File: config.mk
export PLATFORM = sky130hd
export DESIGN_NAME = onehot_event_encoder
export DESIGN_NICKNAME = d
export VERILOG_FILES = /design/src/rtl/onehot_event_encoder.sv
export SDC_FILE = /design/constraint.sdc
export NUM_CORES = 1
export LEC_CHECK = 0
export ABC_CLOCK_PERIOD_IN_PS = 1700
export CORE_UTILIZATION = 44
export CTS_BUF_LIST = sky130_fd_sc_hd__clkbuf_4
export DETAILED_ROUTE_END_ITERATION = 7
export GPL_TIMING_DRIVEN = 1
export PLACE_DENSITY = 0.77
export SLEW_MARGIN = 20
export SYNTH_ARGS = -nofsm -noshare
export SYNTH_HDL_FRONTEND = slang
export SYNTH_SLANG_ARGS = --single-unit
File: constraint.sdc
create_clock -name clk_i -period 1.7 [get_ports clk_i]
set_input_delay 0.34 -clock clk_i [delete_from_list [all_inputs] [get_ports clk_i]]
set_output_delay 0.34 -clock clk_i [all_outputs]
set_load 0.01 [all_outputs]
File: src/rtl/onehot_event_encoder.sv
// onehot_event_encoder: latches request lines into a sticky pending vector and serves them as binary codes over valid/ready
// Ports:
//   clk_i      rising-edge clock
//   rst_ni     synchronous active-low reset
//   req_i      [N-1:0] event request lines, each high bit marks that index pending
//   ready_i    consumer accepts code_o when valid_o & ready_i at a rising edge
//   code_o     [W-1:0] registered binary index being offered
//   valid_o    registered, code_o is valid and held stable
//   pending_o  [N-1:0] registered sticky pending vector
//   overrun_o  sticky flag, a request arrived for an index already pending
// Build option: define ROUND_ROBIN_EN for round-robin selection; default is lowest-index priority.
module onehot_event_encoder #(
    parameter int N = 8,
    parameter int W = 3
) (
    input  logic         clk_i,
    input  logic         rst_ni,
    input  logic [N-1:0] req_i,
    input  logic         ready_i,
    output logic [W-1:0] code_o,
    output logic         valid_o,
    output logic [N-1:0] pending_o,
    output logic         overrun_o
);
    typedef enum logic {IDLE, HOLD} state_t;
    state_t       state_q;
    logic [N-1:0] pending_q, pending_d, clr;
    logic [W-1:0] code_q, sel;
    logic         valid_q, overrun_q, overrun_d, accept;

    assign accept    = valid_q & ready_i;
    assign clr       = accept ? (N'(1) << code_q) : '0;
    // OR-ing req after the clear lets a same-cycle request keep the bit set
    assign pending_d = (pending_q & ~clr) | req_i;
    assign overrun_d = overrun_q | (|(req_i & pending_q & ~clr));

`ifdef ROUND_ROBIN_EN
    logic [W-1:0] rr_ptr_q, idx;
    logic         found;
    // search starts just past the last accepted index and wraps
    always_comb begin
        sel   = '0;
        found = 1'b0;
        idx   = '0;
        for (int i = 0; i < N; i++) begin
            idx = W'((int'(rr_ptr_q) + 1 + i) % N);
            if (!found && pending_q[idx]) begin
                sel   = idx;
                found = 1'b1;
            end
        end
    end
    always_ff @(posedge clk_i) begin
        if (!rst_ni)
            rr_ptr_q <= W'(N - 1);
        else if (accept)
            rr_ptr_q <= code_q;
    end
`else
    always_comb begin
        sel = '0;
        for (int i = N - 1; i >= 0; i--)
            if (pending_q[i]) sel = W'(i);
    end
`endif

    always_ff @(posedge clk_i) begin
        if (!rst_ni) begin
            state_q   <= IDLE;
            pending_q <= '0;
            code_q    <= '0;
            valid_q   <= 1'b0;
            overrun_q <= 1'b0;
        end else begin
            pending_q <= pending_d;
            overrun_q <= overrun_d;
            if (state_q == IDLE) begin
                if (|pending_q) begin
                    code_q  <= sel;
                    valid_q <= 1'b1;
                    state_q <= HOLD;
                end
            end else if (ready_i) begin
                valid_q <= 1'b0;
                state_q <= IDLE;
            end
        end
    end

    assign code_o    = code_q;
    assign valid_o   = valid_q;
    assign pending_o = pending_q;
    assign overrun_o = overrun_q;
endmodule

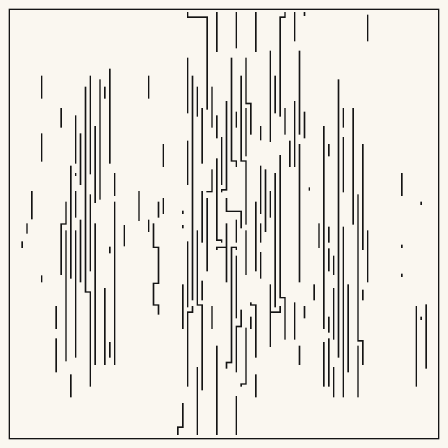
**Above:** M2 wires.
share of all routed wire = 47%
nets with wire on the layer = 99
main direction = vertical

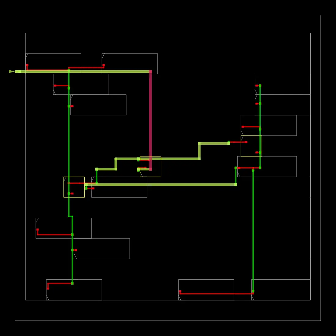
**Above:** clock wiring as the flow saved it.
clk_buf instances: 3
CTS Buf Count: 3
Clock Sinks: 14
Clock net power: 0.187 mW
Clock Skew: 0.00418 ns

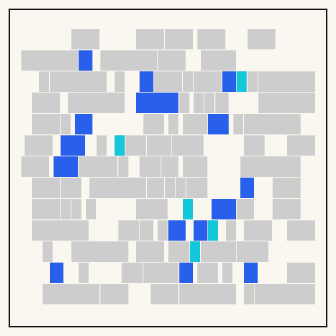
**Above:** gate-type map.
inverters -> cyan  # cells 5
inverting AOI/OAI gates -> blue  # cells 15

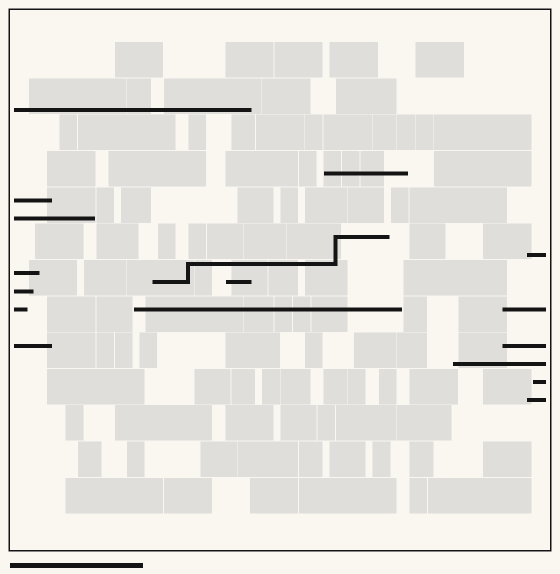
**Above:** metal 3.
Bar = 10 um.
share of all routed wire = 5.9%
nets with wire on the layer = 16
longest straight run = 19.8 um
wire length on this layer = 95.6 um

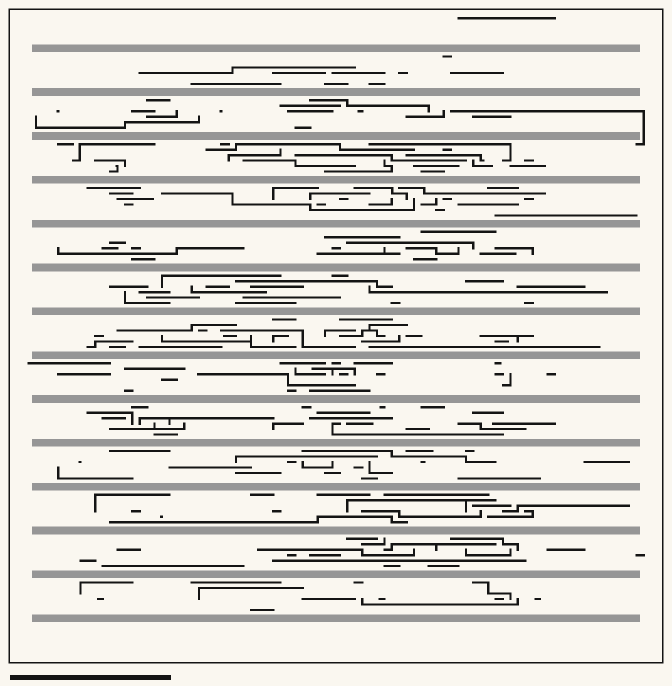
**Above:** metal 1.
Bar = 10 um. Supply wires on this layer in grey.
main direction = horizontal
share of all routed wire = 46%
longest straight run = 15.6 um

==> metrics.yaml <==
wl_per_cell_um: 13.5
yosysUniqueCellTypes: 27
drt-total-wl_um: 1620
fin_crit_ns: 1.65
vias: 671
antenna_cells: 0
fill_cells: 109
r2r_slack_ns: 0.17
min_from: "ready_i"
syn_inst: 76
worst_slew_pin_slew_ns: 0.385
crit_required_ns: 1.36
r2r-start: "code_o[0]"
final_common_cell: "clkdlybuf4s50_1"
mostFrequentLayoutCells: "clkdlybuf4s50_1, nor2_1, dfxtp_1"
p_per_area_nw_per_um2: 795
timing.final.max_slew_violations: 0
synth_area_leader_cell: "dfxtp_1"
crit_buf_inv: 1
coreArea_um2: 1330
ys_sh_mux_pct: 0
rr_worst_depth: 5
grt_pass1_vias: 567
grt_pass1_wl_um: 2530
fp.dieH_um: 40.5
cts_tree: "built"
logic_family: "AND-OR/OR-AND gates"
critPathArrivalTime_ns: 1.31
yosysTopAreaCellShare_pct: 43.1
finalClockPeriodUsage_pct: 97.1
worstPathMaxFanout: 5
ys_seq_elements: 14
gr-total-overflow: 0
gp_routability_congestion: 0.826
vias_per_cell: 5.59
path_delay_family: "buffers and inverters"
compound_area_share_pct: 28.7
syn_area_um2: 651
max_stage_delay_ns: 0.58
num_rows: 13
critical_path.endpoint_type: "output pin"
final_nets: 118
place_hpwl_um: 1260
tns_ns: 0
r2r-end: "overrun_o"
dp.cells: 117
cts_root_buf: "clkbuf_4"
grt_max_degree: 9
slew_headroom_pct: 74.1
fmax_mhz: 606
setup-violations-final: 0
top_cells_by_area: "dfxtp_1, nor2_1, a21oi_1, nand2_1, o31a_1"
io_buffers: 23
dpl-instance-area_um2: 926
areaGrowthSynthToFinish_pct: 46.5
cp-start-kind: "flip-flop"
critical_path_depth: 1
grt_setup_unrepaired: "no"
grt_util_all_layers_pct: 24.1
ys_seq_share_pct: 43.1
ys_sh_xor_pct: 0
status: "finished, final reports clean"
clk_latency_ns: 0.28
clock_path_buffers: 2
min_to: "state_q"
drt_first_pass_iters: 4
fin_cells: 120
cpMaxStageDelayCell: "clkdlybuf4s50_1"
yosys_cells: 76
maxCapViolCount: 0
cp_cell_sequence: "clkdlybuf4s50_1"
warnings: 26
htree_levels: 1
yosys_area_um2: 651
die_w_um: 40.5
holdCritPathClass: "input port to flip-flop"
ys_sh_simple_pct: 24.8
ys_sh_adder_pct: 0
hold_buffers: 0
drive_above_1_share_pct: 13.3
hold_depth: 3
peakVddDrop_uv: 504
clkTransAtPathRegs_ns: 0.08
drc_errors: 0
final_antenna_net_count: 0
antenna_found_initial: 0
ioPinCount: 24
drt_iter0_drc: 12
fp_util_pct: 48.8
fp_nets: 87
path_class: "flip-flop to output pin"
hold_viol_final: 0
leakage_nw: 0.365
syn_avg_cell_area_um2: 8.56
synth-warning-count: 0
final_cell_area_um2: 953
die_area_um2: 1640
==> layer usage <==
metal | wire, um | global-route usage (%) | part of all wire (%) | up-vias
li1 | - | - | - | 338
met1 | 749 | 32.1 | 46 | 311
met2 | 763 | 36.1 | 47 | 20
met3 | 95 | 8.33 | 5.9 | 2
met4 | 12 | 7.50 | 0.74 | 0
met5 | 0 | 0 | 0 | -
==> final cells by class <==
type,instances,area [um2],share of cell area [%]
Multi-Input combinational cell,56,348,36.5
Tap cell,15,18.8,1.97
Timing Repair Buffer,27,263,27.6
Inverter,5,18.8,1.97
Clock buffer,3,22.5,2.36
Sequential cell,14,283,29.7
==> power by group <==
group          switching (mW)  internal, mW
combinational          0.0712         0.104
sequential             0.0396         0.355
clock                   0.105        0.0822
total                   0.216         0.542
==> state kept, by name (all words and copies together) (netlist names) <==
register and flops:
pending_o 8, code_o 3, overrun_o 1, state_q 1
valid_o 1
==> kinds of logic after synthesis <==
logic type | Yosys count
AOI/OAI and AO/OA | 24
buffers and inverters | 6
DFF | 14
and+or+nand+nor | 32
==> tightest hold or removal path, cell delays in order <==
cell and delay, ns:
dlymetal6s2s_1 0.16, a21oi_1 0.11, o21a_1 0.11
==> repair_timing <==
action / 4_1_cts / 5_1_grt
gates resized: 0 / 3
setup endpoints to repair: 0 / 3
buffers inserted: 0 / 0
hold endpoints to repair: 0 / 0
==> Yosys cell counts <==
library cell  instances
or3_1                 1
o41a_1                2
a221oi_2              1
nor2b_4               1
and3_1                1
nor3_1                1
nand3_1               1
nand2_1               7
clkbuf_1              1
o311ai_0              1
a21oi_1               8
inv_2                 1
o221a_1               1
o21a_1                2
nand2b_1              1
nor2_1               16
o21bai_1              1
a32oi_1               1
a32o_1                1
o22ai_1               1
a31oi_1               1
nand3b_1              1
a41oi_1               1
nor4_2                2
inv_1                 4
o31a_1                3
dfxtp_1              14
==> how the worst max path moves through the flow <==
stage,from,end
floorplan,valid_o,overrun_o
global placement,ready_i,overrun_o
detailed placement,ready_i,overrun_o
CTS,code_o[1],code_o[1]
global route,pending_o[6],pending_o[6]
finish,code_o[0],code_o[0]
==> stage by stage <==
step	hold slack [ns]	util, %	worst slack, ns	total power, mW
3_3_place_gp	0.529	69.4	-0.189	0.576
2_1_floorplan	0.457	-	0.248	0.478
5_1_grt	0.531	71.5	0.00251	0.793
3_5_place_dp	0.538	69.4	-0.254	0.578
6_report	0.476	71.5	0.0495	0.758
4_1_cts	0.558	71.1	0.0281	0.761
Power and IR drop assume default switching activity.
